Run 1, register map, names as in the netlist:
Other sequential cells in the stronger grey, the rest of the logic in the fainter grey.
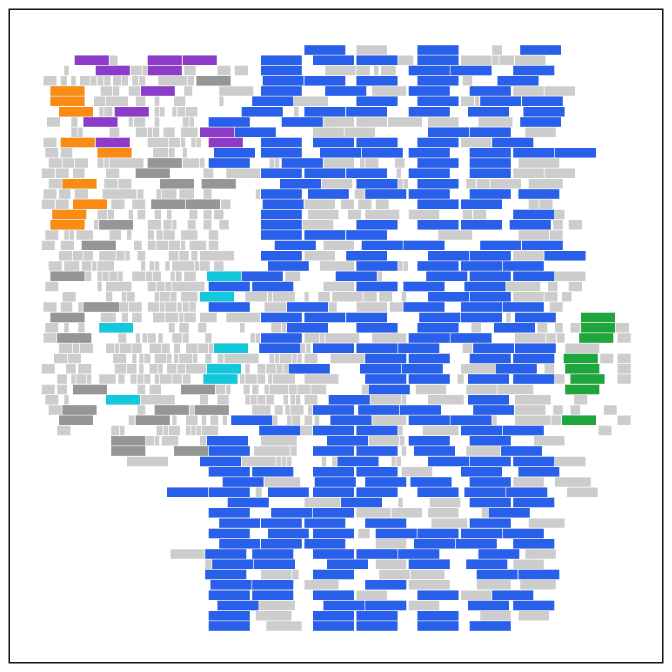
Run 1, track usage over the die:
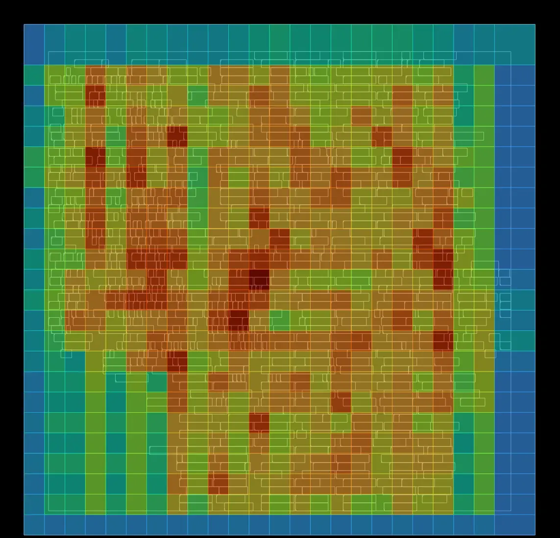
Run 1, routed clock nets over the placement:
Bar = 50 um.
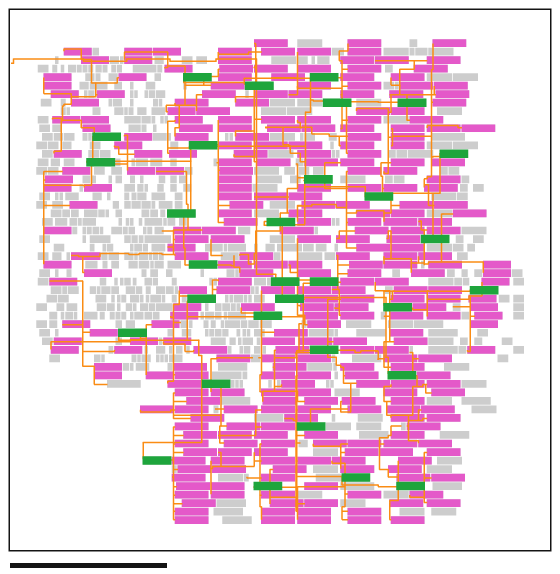
Run 1, pin map:
Pins as bars across the die edge, other pins in grey.
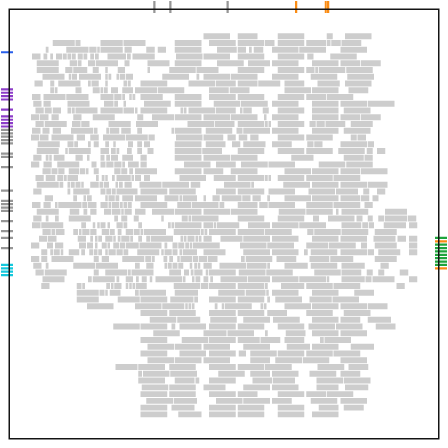
### src/rtl/lcd_char_receiver.sv
// HD44780-style character LCD responder for the 4-bit LCD bus.
// Decodes the init sequence, nibble pairs, commands and data writes into a
// 2x16 character buffer, models the busy flag and answers status reads.
module lcd_char_receiver #(
   parameter int BUSY_CYCLES  = 40,
   parameter int CLEAR_CYCLES = 1600
) (
   input  logic       clk,
   input  logic       rst,
   input  logic       lcd_rs,
   input  logic       lcd_rw,
   input  logic       lcd_e,
   input  logic [3:0] lcd_dat,
   output logic [3:0] lcd_dout,
   input  logic [4:0] rd_idx,
   output logic [7:0] rd_char,
   output logic       busy,
   output logic       four_bit,
   output logic       display_on,
   output logic [6:0] cursor_addr,
   output logic       byte_strobe,
   output logic [8:0] byte_val,
   output logic       proto_err
);

   localparam int MAX_CYCLES = (CLEAR_CYCLES > BUSY_CYCLES) ? CLEAR_CYCLES : BUSY_CYCLES;
   localparam int CNT_W      = $clog2(MAX_CYCLES + 1);
   localparam logic [CNT_W-1:0] BUSY_LOAD  = CNT_W'(BUSY_CYCLES);
   localparam logic [CNT_W-1:0] CLEAR_LOAD = CNT_W'(CLEAR_CYCLES);
   localparam logic [CNT_W-1:0] CNT_ONE    = CNT_W'(1);

   typedef enum logic {PH_HIGH, PH_LOW} nib_phase_t;
   typedef enum logic [1:0] {FILL_PEND, FILL_RUN, FILL_IDLE} fill_state_t;

   logic             e_q;
   logic             e_fall;
   logic             e_rise;
   logic             wr_edge;
   logic             wr_blocked;
   logic [7:0]       full_byte;

   nib_phase_t       nib_phase, nib_phase_nx;
   nib_phase_t       rd_phase;
   logic [3:0]       hi_nib, hi_nib_nx;
   logic [6:0]       ac, ac_nx;
   logic             incr, incr_nx;
   logic             four_bit_nx;
   logic             display_on_nx;
   logic             proto_err_nx;
   logic             byte_strobe_nx;
   logic [8:0]       byte_val_nx;
   logic [CNT_W-1:0] busy_cnt, busy_cnt_nx;
   logic             clear_go;
   logic             data_we;

   fill_state_t      fill_state, fill_state_nx;
   logic [4:0]       fill_idx;
   logic [7:0]       char_buf [32];

   // Next address counter value after one cursor step, folding the two
   // 40-column DDRAM lines into one ring (0x00-0x27, then 0x40-0x67).
   function automatic logic [6:0] ac_step(input logic [6:0] a, input logic up);
      logic [6:0] r;
      if (up) begin
         if (a == 7'h27)      r = 7'h40;
         else if (a == 7'h67) r = 7'h00;
         else                 r = a + 7'd1;
      end else begin
         if (a == 7'h00)      r = 7'h67;
         else if (a == 7'h40) r = 7'h27;
         else                 r = a - 7'd1;
      end
      return r;
   endfunction

   assign e_fall      = e_q & ~lcd_e;
   assign e_rise      = ~e_q & lcd_e;
   assign wr_edge     = e_fall & ~lcd_rw;
   assign wr_blocked  = four_bit && (busy_cnt > CNT_ONE);
   assign full_byte   = {hi_nib, lcd_dat};
   assign busy        = (busy_cnt != '0) || (fill_state == FILL_RUN);
   assign cursor_addr = ac;

   // Delay the enable strobe one cycle so its edges can be detected.
   always_ff @(posedge clk or posedge rst) begin
      if (rst) e_q <= 1'b0;
      else     e_q <= lcd_e;
   end

   // Decode write edges into nibble pairs, commands, data stores and busy load.
   always_comb begin
      nib_phase_nx   = nib_phase;
      hi_nib_nx      = hi_nib;
      ac_nx          = ac;
      incr_nx        = incr;
      four_bit_nx    = four_bit;
      display_on_nx  = display_on;
      proto_err_nx   = proto_err;
      byte_strobe_nx = 1'b0;
      byte_val_nx    = byte_val;
      busy_cnt_nx    = (busy_cnt != '0) ? busy_cnt - CNT_ONE : busy_cnt;
      clear_go       = 1'b0;
      data_we        = 1'b0;
      if (wr_edge) begin
         if (!four_bit) begin
            if (!lcd_rs && (lcd_dat == 4'h2 || lcd_dat == 4'h3)) begin
               byte_strobe_nx = 1'b1;
               byte_val_nx    = {1'b0, lcd_dat, 4'h0};
               busy_cnt_nx    = BUSY_LOAD;
               if (lcd_dat == 4'h2) four_bit_nx = 1'b1;
            end
         end else if (wr_blocked) begin
            proto_err_nx = 1'b1;
         end else if (nib_phase == PH_HIGH) begin
            hi_nib_nx    = lcd_dat;
            nib_phase_nx = PH_LOW;
         end else begin
            nib_phase_nx   = PH_HIGH;
            byte_strobe_nx = 1'b1;
            byte_val_nx    = {lcd_rs, full_byte};
            busy_cnt_nx    = BUSY_LOAD;
            if (lcd_rs) begin
               data_we = (ac[5:4] == 2'b00);
               ac_nx   = ac_step(ac, incr);
            end else begin
               casez (full_byte)
                  8'b1???????: ac_nx = full_byte[6:0];
                  8'b01??????: proto_err_nx = 1'b1;
                  8'b001?????: begin end
                  8'b0001????: if (!full_byte[3]) ac_nx = ac_step(ac, full_byte[2]);
                  8'b00001???: display_on_nx = full_byte[2];
                  8'b000001??: incr_nx = full_byte[1];
                  8'b0000001?: begin
                     ac_nx       = 7'h00;
                     busy_cnt_nx = CLEAR_LOAD;
                  end
                  8'b00000001: begin
                     clear_go    = 1'b1;
                     ac_nx       = 7'h00;
                     incr_nx     = 1'b1;
                     busy_cnt_nx = CLEAR_LOAD;
                  end
                  default: begin end
               endcase
            end
         end
      end
   end

   // Register the decoded control state.
   always_ff @(posedge clk or posedge rst) begin
      if (rst) begin
         nib_phase   <= PH_HIGH;
         hi_nib      <= 4'h0;
         ac          <= 7'h00;
         incr        <= 1'b1;
         four_bit    <= 1'b0;
         display_on  <= 1'b0;
         proto_err   <= 1'b0;
         byte_strobe <= 1'b0;
         byte_val    <= 9'h000;
         busy_cnt    <= '0;
      end else begin
         nib_phase   <= nib_phase_nx;
         hi_nib      <= hi_nib_nx;
         ac          <= ac_nx;
         incr        <= incr_nx;
         four_bit    <= four_bit_nx;
         display_on  <= display_on_nx;
         proto_err   <= proto_err_nx;
         byte_strobe <= byte_strobe_nx;
         byte_val    <= byte_val_nx;
         busy_cnt    <= busy_cnt_nx;
      end
   end

   // Status reads: present the nibble on the rising strobe, advance the pair on the falling one.
   always_ff @(posedge clk or posedge rst) begin
      if (rst) begin
         lcd_dout <= 4'h0;
         rd_phase <= PH_HIGH;
      end else begin
         if (e_rise && lcd_rw) begin
            if (lcd_rs)                  lcd_dout <= 4'h0;
            else if (rd_phase == PH_HIGH) lcd_dout <= {busy, ac[6:4]};
            else                          lcd_dout <= ac[3:0];
         end
         if (e_fall && lcd_rw)
            rd_phase <= (rd_phase == PH_HIGH) ? PH_LOW : PH_HIGH;
      end
   end

   // Fill sequencer register: blanks the buffer after reset and on clear.
   always_ff @(posedge clk or posedge rst) begin
      if (rst) begin
         fill_state <= FILL_PEND;
         fill_idx   <= 5'd0;
      end else begin
         fill_state <= fill_state_nx;
         if (clear_go)                     fill_idx <= 5'd0;
         else if (fill_state == FILL_RUN)  fill_idx <= fill_idx + 5'd1;
      end
   end

   // Fill sequencer next state: one entry per cycle, 32 cycles, restartable by clear.
   always_comb begin
      fill_state_nx = fill_state;
      case (fill_state)
         FILL_PEND: fill_state_nx = FILL_RUN;
         FILL_RUN:  if (fill_idx == 5'd31) fill_state_nx = FILL_IDLE;
         FILL_IDLE: fill_state_nx = FILL_IDLE;
         default:   fill_state_nx = FILL_IDLE;
      endcase
      if (clear_go) fill_state_nx = FILL_RUN;
   end

   // Character buffer write port; blanking has priority over data stores.
   always_ff @(posedge clk) begin
      if (fill_state == FILL_RUN) char_buf[fill_idx] <= 8'h20;
      else if (data_we)           char_buf[{ac[6], ac[3:0]}] <= full_byte;
   end

   // Registered readback port for the self-check logic.
   always_ff @(posedge clk or posedge rst) begin
      if (rst) rd_char <= 8'h00;
      else     rd_char <= char_buf[rd_idx];
   end

endmodule

### config.mk
export PLATFORM = sky130hd
export DESIGN_NAME = lcd_char_receiver
export DESIGN_NICKNAME = d
export VERILOG_FILES = /design/src/rtl/lcd_char_receiver.sv
export SDC_FILE = /design/constraint.sdc
export NUM_CORES = 1
export LEC_CHECK = 0
export CORE_MARGIN = 8
export CORE_UTILIZATION = 55
export DETAILED_ROUTE_END_ITERATION = 16
export PLACE_DENSITY = 0.74
export SLEW_MARGIN = 40
export SYNTH_ARGS = -nofsm -noshare
export SYNTH_HDL_FRONTEND = slang
export SYNTH_SLANG_ARGS = --single-unit
### constraint.sdc
create_clock -name clk -period 8.1 [get_ports clk]
set_input_delay 0.81 -clock clk [delete_from_list [all_inputs] [get_ports clk]]
set_output_delay 0.81 -clock clk [all_outputs]
set_load 0.005 [all_outputs]
==> Slide: Implementation Results, run 1 <==
Flow Results at a Glance

Cells and area
  – Area growth, synth to finish: 13.0%
  – Logic cell area: 4040 um2
  – Top cell category: sequential cells
  – Share of cells above drive strength 1: 18.1%
  – CLK BUF: 35
  – Final cell count without fillers: 1187

Worst setup path
  – R2R depth: 6
  – Critical path buffer and inverter count: 2
  – Worst r2r dst: char_buf[28][7]
  – CP top delay family: simple AND/OR/NAND/NOR gates
  – CP Class: in -> reg
  – Worst Path Required: 8270 ps
  – WP data arrival: 3900 ps

Timing
  – Setup WS post-layout: 4370 ps
  – Setup-failing EPs final: 0
  – Fin crit share: 46.1%
  – RSZ-0062 raised after global routing: false
  – Fin. Hold Viols: 0
  – Slew headroom: 44.4%

Synthesis
  – Ys async rst share: 18.5%
  – Dominant cell type by area after synthesis: edfxtp_1
  – Distinct cell type count after synthesis: 75
  – Syn Area/Cell: 16.9 um2
  – Post-Syn Instances: 796
  – Xor/xnor share: 0.977%

Global route
  – Vias in the first global route: 7710
  – GR Util met2: 34.3%
  – Largest net degree at the start of global routing: 65
  – Antenna violations before repair: 0

Floorplan
  – Well Taps: 324

Detailed routing
  – M1 WL: 12500 um
  – Met3 routed WL: 1720 um

Placed design
  – Cell Area, Placed: 14200 um2
  – RD Place Congestion: 0.857

Outcome
  – Status: completed

Pwr
  – Total design power: 3400 uW
  – Sw Ratio: 21.9%

Clocking
  – TritonCTS Buffers: 31

Run
  – Maxcap violations: 0
Notes on 'register map, names as in the netlist' above:
Key: cyan = cursor_addr [sequential cells 7]; orange = byte_val [sequential cells 9, where top left]; green = rd_char [sequential cells 8, where right middle]; blue = char_buf [sequential cells 256]; purple = busy_cnt [sequential cells 11, where top left]
Another 23 sequential cells are not coloured.
sequential cell power: 1810 uW
final core utilization: 62.9%
flip-flop and latch area: 9140 um2

Notes on 'track usage over the die' above:
met3 Usage GRT: 3.11%
GR met1 Demand/Resource: 27.7%
all-layer global routing usage: 20.3%
DR WL/cell: 24.8 um

Notes on 'routed clock nets over the placement' above:
Key: magenta = flip-flops [count 314]; orange = clock wires [length 3240 um]; green = clock-net drivers [count 31]
There are 32 routed clock nets.
P_clk: 1390 uW
Clock power frac: 41.0%
later-pin clock latency in the skew report: 540 ps

Notes on 'pin map' above:
Key: purple = byte_val [pins 9, direction output, edge left]; orange = rd_idx [pins 5, direction input, edge 3 top, 2 right]; cyan = lcd_dout [pins 4, direction output, edge left]; green = rd_char [pins 8, direction output, edge right]; blue = clk [pins 1, direction input, edge left]
die width: 172 um
Buffers on Ports: 46
die span in y: 172 um

[run 1: worst max-delay path by stage]
| stage | start | end | slack, ps | cells past startpoint |
|---|---|---|---|---|
| after floorplan | lcd_rw | char_buf[0][2] | 4380 | 3 |
| after global placement | lcd_rs | char_buf[0][1] | 3690 | 5 |
| after detailed placement | lcd_rs | char_buf[0][7] | 3530 | 5 |
| after CTS | lcd_rs | char_buf[0][7] | 4070 | 5 |
| after global routing | lcd_rs | char_buf[12][5] | 4150 | 6 |
| final | lcd_rs | char_buf[28][7] | 4370 | 6 |
[run 1: sequential cells by signal, summed over array words and instances, names as in the netlist]
| register | flops |
|---|---|
| fill_state | 2 |
| rd_char | 8 |
| hi_nib | 4 |
| rd_phase | 1 |
| lcd_dout | 4 |
| byte_val | 9 |
| busy_cnt | 11 |
| cursor_addr | 7 |
| fill_idx | 5 |
| char_buf | 256 |
| incr | 1 |
| nib_phase | 1 |
| four_bit | 1 |
| e_q | 1 |
| display_on | 1 |
| byte_strobe | 1 |
| proto_err | 1 |
[run 1: cell usage after synthesis, types with 5 or more instances]
library cell and instances:
a21oi_1 14, ha_1 6, nand2b_1 7, mux4_1 16, nor2b_1 8, nand3_1 7
dfrtp_1 57, nor4_1 8, xnor2_1 10, mux2i_1 30, a211oi_1 5, inv_1 14
mux2_2 7, mux4_2 56, a31oi_1 5, o31ai_1 5, edfxtp_1 256, o21ai_0 16
o21a_1 8, buf_2 9, nand2_1 40, buf_4 5, nor3_1 12, clkbuf_1 23
xor2_1 5, and2_1 6, nor2_1 69, a22oi_1 10
[run 1: power groups by stage]
stage,combinational [uW],clock (uW),sequential [uW]
floorplan,148,0,1830
global placement,193,0,1840
detailed placement,199,0,1840
CTS,200,1410,1810
global route,220,1460,1810
finish,198,1390,1810
## Run 2: what changed since run 1
Settings changed: PLACE_DENSITY 0.74 to 0.77.
Clock period 8.1 ns to 3 ns, I/O delays scaled along.
==> Slide: Implementation Results, run 2 <==
Flow Results at a Glance

Timing
  – RSZ-0062 raised after global routing: false
  – Setup-failing EPs final: 0
  – Fin. Hold Viols: 0
  – Slew headroom: 54.6%

Synthesis
  – Distinct cell type count after synthesis: 75
  – Post-Syn Instances: 796
  – Count leader, synth: edfxtp_1
  – Dominant cell type by area after synthesis: edfxtp_1
  – Top cells by count, synth: 256 x edfxtp_1, 69 x nor2_1, 57 x dfrtp_1
  – Ys async rst share: 18.5%
  – Xor/xnor share: 0.977%
  – Syn Area/Cell: 16.9 um2

Worst setup path
  – Worst r2r dst: char_buf[16][4]
  – CP Launch Point: four_bit
  – WP data arrival: 2980 ps
  – CP Class: reg -> reg
  – R2R depth: 8

Cells and area
  – Share of cells above drive strength 1: 22.9%
  – Layout filler cell count: 1611
  – Area growth, synth to finish: 17.0%
  – Final cell count without fillers: 1241
  – Max FFs per register: 256
  – Logic cell area: 4020 um2
  – Top Registers: char_buf (256), busy_cnt (11), byte_val (9)
  – Largest reg by FF count: char_buf
  – Flip-flop and latch area: 9140 um2

Global route
  – Largest net degree at the start of global routing: 33
  – All-layer global routing usage: 20.8%
  – Antenna violations before repair: 0
  – Vias in the first global route: 7715

Detailed routing
  – DR WL/cell: 24.1 um
  – Met3 routed WL: 2010 um
  – M1 WL: 12600 um

Placed design
  – RD Place Congestion: 0.871
  – Buffers on Ports: 46
  – Cell Area, Placed: 14700 um2

Floorplan
  – Die span in y: 172 um
  – Top Ports: 47
  – Die width: 172 um

Pwr
  – P_leak: 0.00510 uW

Clocking
  – Clock buffer depth: 3
  – Hold buffers post-CTS: 0

Outcome
  – Status: completed

Run
  – Maxcap violations: 0
[run 2: worst max-delay path: cells and delay by family, from the launching register on]
kind | cells | cell delay [ps]
and+or+nand+nor | 4 | 1010
buffers and inverters | 3 | 630
DFF | 1 | 580
muxes | 1 | 210
[run 2: per-layer routing]
metal  global-route usage, %  up-vias
met2                    34.2      302
met3                    3.06       51
met5                       0        -
li1                        -     3338
met1                    28.9     3853
met4                    5.88        0
[run 2: how the worst max path moves through the flow]
stage | to | slack, ps | depth (start not counted)
2_1_floorplan | char_buf[0][2] | -390 | 3
3_3_place_gp | char_buf[14][6] | 180 | 7
3_5_place_dp | char_buf[14][6] | 100 | 7
4_1_cts | char_buf[16][4] | 310 | 8
5_1_grt | char_buf[3][1] | 200 | 8
6_report | char_buf[16][4] | 320 | 8
[run 2: final cells by class]
cell class,instances,area share (%)
Clock buffer,40,5.59
Clock inverter,15,0.970
Inverter,15,0.358
Multi-Input combinational cell,420,25.6
Sequential cell,314,58.1
Tap cell,324,2.58
Timing Repair Buffer,113,6.87
[run 2: kinds of logic (layout without fill, tap and decap cells)]
group	Yosys count	in the layout
AOI/OAI and AO/OA	99	99
xor gates and xnor gates	15	15
adders and majority gates	6	6
buffers and inverters	62	183
DFF	314	314
muxes	109	109
and+or+nand+nor	191	191
[run 2: report_power, final]
part           switching [uW]  internal (uW)
clock network            1550           2310
logic                     279            277
registers                 136           4750
[run 2: stage by stage]
stage / worst slack, ps / utilization [%]
floorplan: -391 / -
global placement: 179 / 60.8
detailed placement: 103 / 60.8
CTS: 308 / 65.1
global route: 202 / 65.1
finish: 316 / 65.1
Run 2, pin map:
Pins as bars across the die edge, other pins in grey.
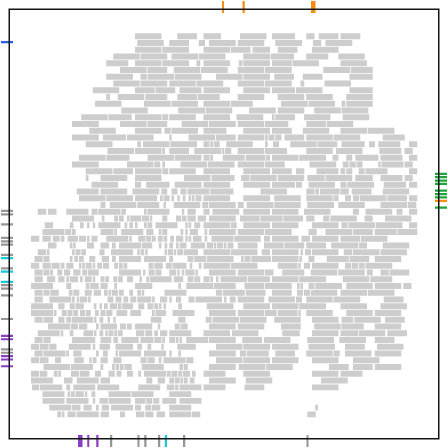
Key: purple = byte_val [pins 9, direction output, edge 5 left, 4 bottom]; green = rd_char [pins 8, direction output, edge right]; cyan = lcd_dout [pins 4, direction output, edge 3 left, 1 bottom]; orange = rd_idx [pins 5, direction input, edge 4 top, 1 right]; blue = clk [pins 1, direction input, edge left]

Run 2, register map, names as in the netlist:
Other sequential cells in the stronger grey, the rest of the logic in the fainter grey.
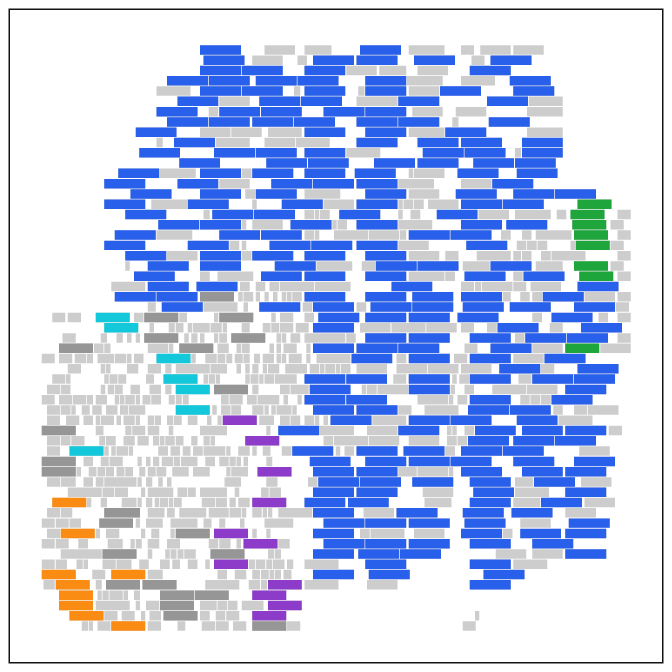
Key: purple = busy_cnt [sequential cells 11, where bottom middle]; cyan = cursor_addr [sequential cells 7, where left middle]; blue = char_buf [sequential cells 256]; orange = byte_val [sequential cells 9, where bottom left]; green = rd_char [sequential cells 8]
sequential cell power: 4890 uW
final core utilization: 65.1%
sequential cell area share: 58.1%

Run 2, routed clock nets over the placement:
Bar = 50 um.
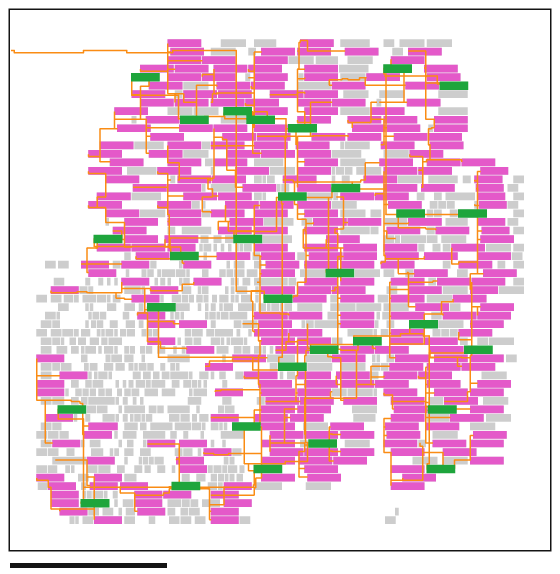
Key: green = clock-net drivers [count 30]; magenta = flip-flops [count 314]; orange = clock wires [length 3270 um]
There are 31 routed clock nets.
Clock power frac: 41.5%
Worst Skew: 10.7 ps
later-pin clock latency in the skew report: 550 ps

## Run 3: what changed since run 2
Settings changed: CORE_MARGIN 8 to unset.
==> Slide: Implementation Results, run 3 <==
Flow Results at a Glance

Timing
  – Setup WS post-layout: 380 ps
  – Worst Skew: 14.9 ps
  – Slew headroom: 43.0%
  – RSZ-0062 raised after global routing: false
  – Fin. Hold Viols: 0
  – Fin crit share: 87.3%
  – Setup-failing EPs final: 0
  – Fin. max-slew vios: 0

Worst setup path
  – Worst stage delay on the critical path: 640 ps
  – CP Class: reg -> reg
  – CP top delay family: simple AND/OR/NAND/NOR gates
  – Critical path buffer and inverter count: 2
  – Crit-path max FO: 16
  – WP data arrival: 2790 ps
  – Worst Path Required: 3170 ps
  – Crit end category: flip-flop

Synthesis
  – Post-Syn Instances: 796
  – Warnings, synthesis: 0
  – Syn Area/Cell: 16.9 um2
  – Synth Flop Type: edfxtp_1
  – Distinct cell type count after synthesis: 75
  – Synthesized area: 13500 um2
  – Xor/xnor share: 0.977%
  – Area figure in the yosys stat output: 13500 um2
  – Dominant cell type by area after synthesis: edfxtp_1
  – Count leader, synth: edfxtp_1
  – Top cells by count, synth: 256 x edfxtp_1, 69 x nor2_1, 57 x dfrtp_1
  – Biggest area cells: edfxtp_1 57%, dfrtp_1 11%, mux4_2 9.4%
  – Ys async rst share: 18.5%
  – FA/HA/MAJ Cells, Area Fraction: 0.558%
  – Max-area cell share: 57.1%
  – Sequential share of the synthesized area: 67.9%

Detailed routing
  – Post-DRT Antenna Nets: 0
  – # DRC: 0
  – Met3 routed WL: 2080 um
  – Initial DRC count: 678
  – Uppermost routed layer: met4
  – DR WL/cell: 24.4 um
  – M1 WL: 12500 um

Global route
  – All-layer global routing usage: 24.9%
  – Vias in the first global route: 7800
  – First-pass GRT wire length: 46000 um
  – Largest net degree at the start of global routing: 38
  – Total grt overflow: 0
  – Antenna violations before repair: 1

Cells and area
  – Max FFs per register: 256
  – Final cell count without fillers: 1229
  – Layout filler cell count: 1511
  – Largest reg by FF count: char_buf
  – Area growth, synth to finish: 16.6%
  – Top Registers: char_buf (256), busy_cnt (11), byte_val (9)
  – Ant diodes: 0
  – Share of cells above drive strength 1: 22.3%

Pwr
  – Total design power: 9490 uW
  – Sequential share of power: 51.5%
  – Net Sw Power: 2000 uW
  – Sw Ratio: 21.0%
  – P_leak: 0.00505 uW
  – Comb power frac: 6.0%
  – Internal power: 7500 uW
  – Clock power frac: 42.5%

Clocking
  – Later-pin clock latency in the skew report: 540 ps
  – Total clock sinks: 314
  – Hold buffers post-CTS: 0
  – TritonCTS Buffers: 29
  – Clock buffer depth: 3
  – H-tree depth: 1
  – Clk slew on worst S/H paths: 60 ps

Worst hold path
  – Worst hold path class: in -> async

Outcome
  – Status: completed

Placed design
  – Placed cell count: 1175
  – HPWL Detailed: 18800 um
  – Worst slack, placed: 11.8 ps
  – RD Place Congestion: 0.915
  – Buffers on Ports: 46

Floorplan
  – Total die size: 25100 um2
  – Top Ports: 47

Run
  – Maxcap violations: 0
-- run 3: cell counts after synthesis --
Identical to the previous run, type by type.
-- run 3: logic make-up (layout without fill, tap and decap cells) --
logic type / after synthesis / in the layout
simple gates: 191 / 191
compound gates: 99 / 99
fa+ha+maj: 6 / 6
buf+inv: 62 / 176
xor+xnor: 15 / 15
flops: 314 / 314
mux: 109 / 109
-- run 3: path summary, 6_finish.rpt --
path,from,cells past startpoint,endpoint,slack (ps)
max in group asynchronous,rst,3,fill_idx[4],2180
min in group clk,lcd_e,2,e_q,380
setup reg to reg,busy_cnt[1],7,char_buf[13][6],380
hold reg to reg,byte_val[8],2,byte_val[8],460
hold / removal,rst,2,rd_char[5],190
setup / recovery,busy_cnt[1],7,char_buf[13][6],380
-- run 3: power by group through the flow --
stage | clock [uW] | combinational [uW] | sequential (uW)
after detailed placement | 0 | 565 | 4970
final | 4040 | 571 | 4880
after CTS | 4090 | 573 | 4880
after global placement | 0 | 546 | 4960
after floorplan | 0 | 402 | 4930
after global routing | 4260 | 622 | 4890
-- run 3: layer usage --
layer	GRT usage (%)	vias up
li1	-	3339
met1	35.1	3896
met2	41.3	353
met3	3.40	54
met4	6.55	0
met5	0	-
-- run 3: layout make-up --
cell class                 count  area [um2]  area share, %
multi-input combinational    420        4030           25.7
clock buffer                  30         729           4.65
tap                          319         399           2.54
clock inverter                24         338           2.15
inverter                      15        57.6          0.367
timing repair buffer         107         998           6.36
sequential                   314        9140           58.3
-- run 3: metrics by stage --
stage               util (%)  instance area (um2)
detailed placement      61.5                14600
finish                  66.1                15700
global placement        61.5                14600
global route            66.1                15700
CTS                     66.0                15700
floorplan                  -                13500
Run 3, pin map:
Pins as bars across the die edge, other pins in grey.
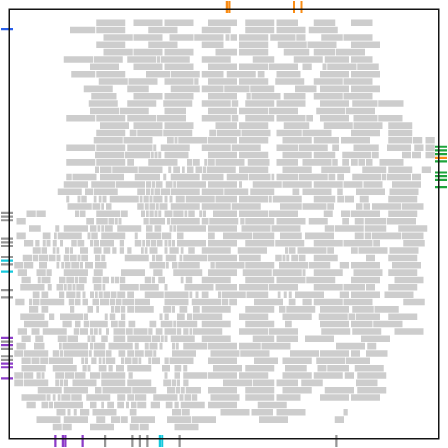
Key: cyan = lcd_dout [pins 4, direction output, edge 2 bottom, 2 left]; purple = byte_val [pins 9, direction output, edge 5 left, 4 bottom]; green = rd_char [pins 8, direction output, edge right]; orange = rd_idx [pins 5, direction input, edge 4 top, 1 right]; blue = clk [pins 1, direction input, edge left]
die span in y: 158 um
die width: 158 um

Run 3, met4 routing:
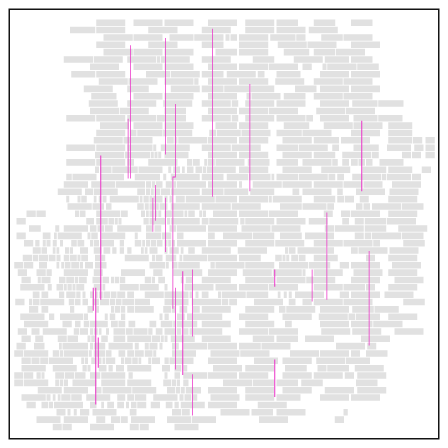
The wires run mostly vertical. 18 nets have wire on it. The layer carries 682 um of wire. The longest straight run is 61.9 um.
via count of the routed design: 7642
final wirelength: 29900 um

Run 3, register map, names as in the netlist:
Other sequential cells in the stronger grey, the rest of the logic in the fainter grey.
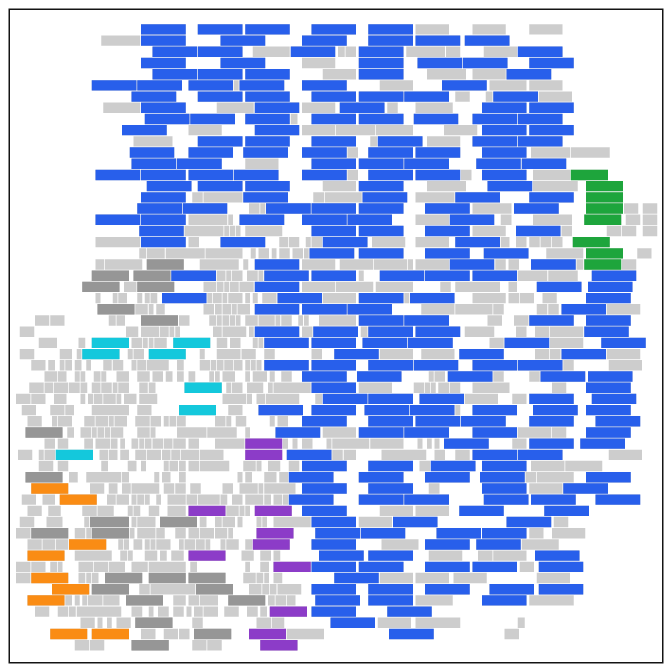
Key: cyan = cursor_addr [sequential cells 7, where left middle]; purple = busy_cnt [sequential cells 11, where bottom middle]; orange = byte_val [sequential cells 9, where bottom left]; green = rd_char [sequential cells 8]; blue = char_buf [sequential cells 256]
final core utilization: 66.1%
sequential cell power: 4880 uW

Power figures rest on the tool's default switching activity, not on a simulated workload.
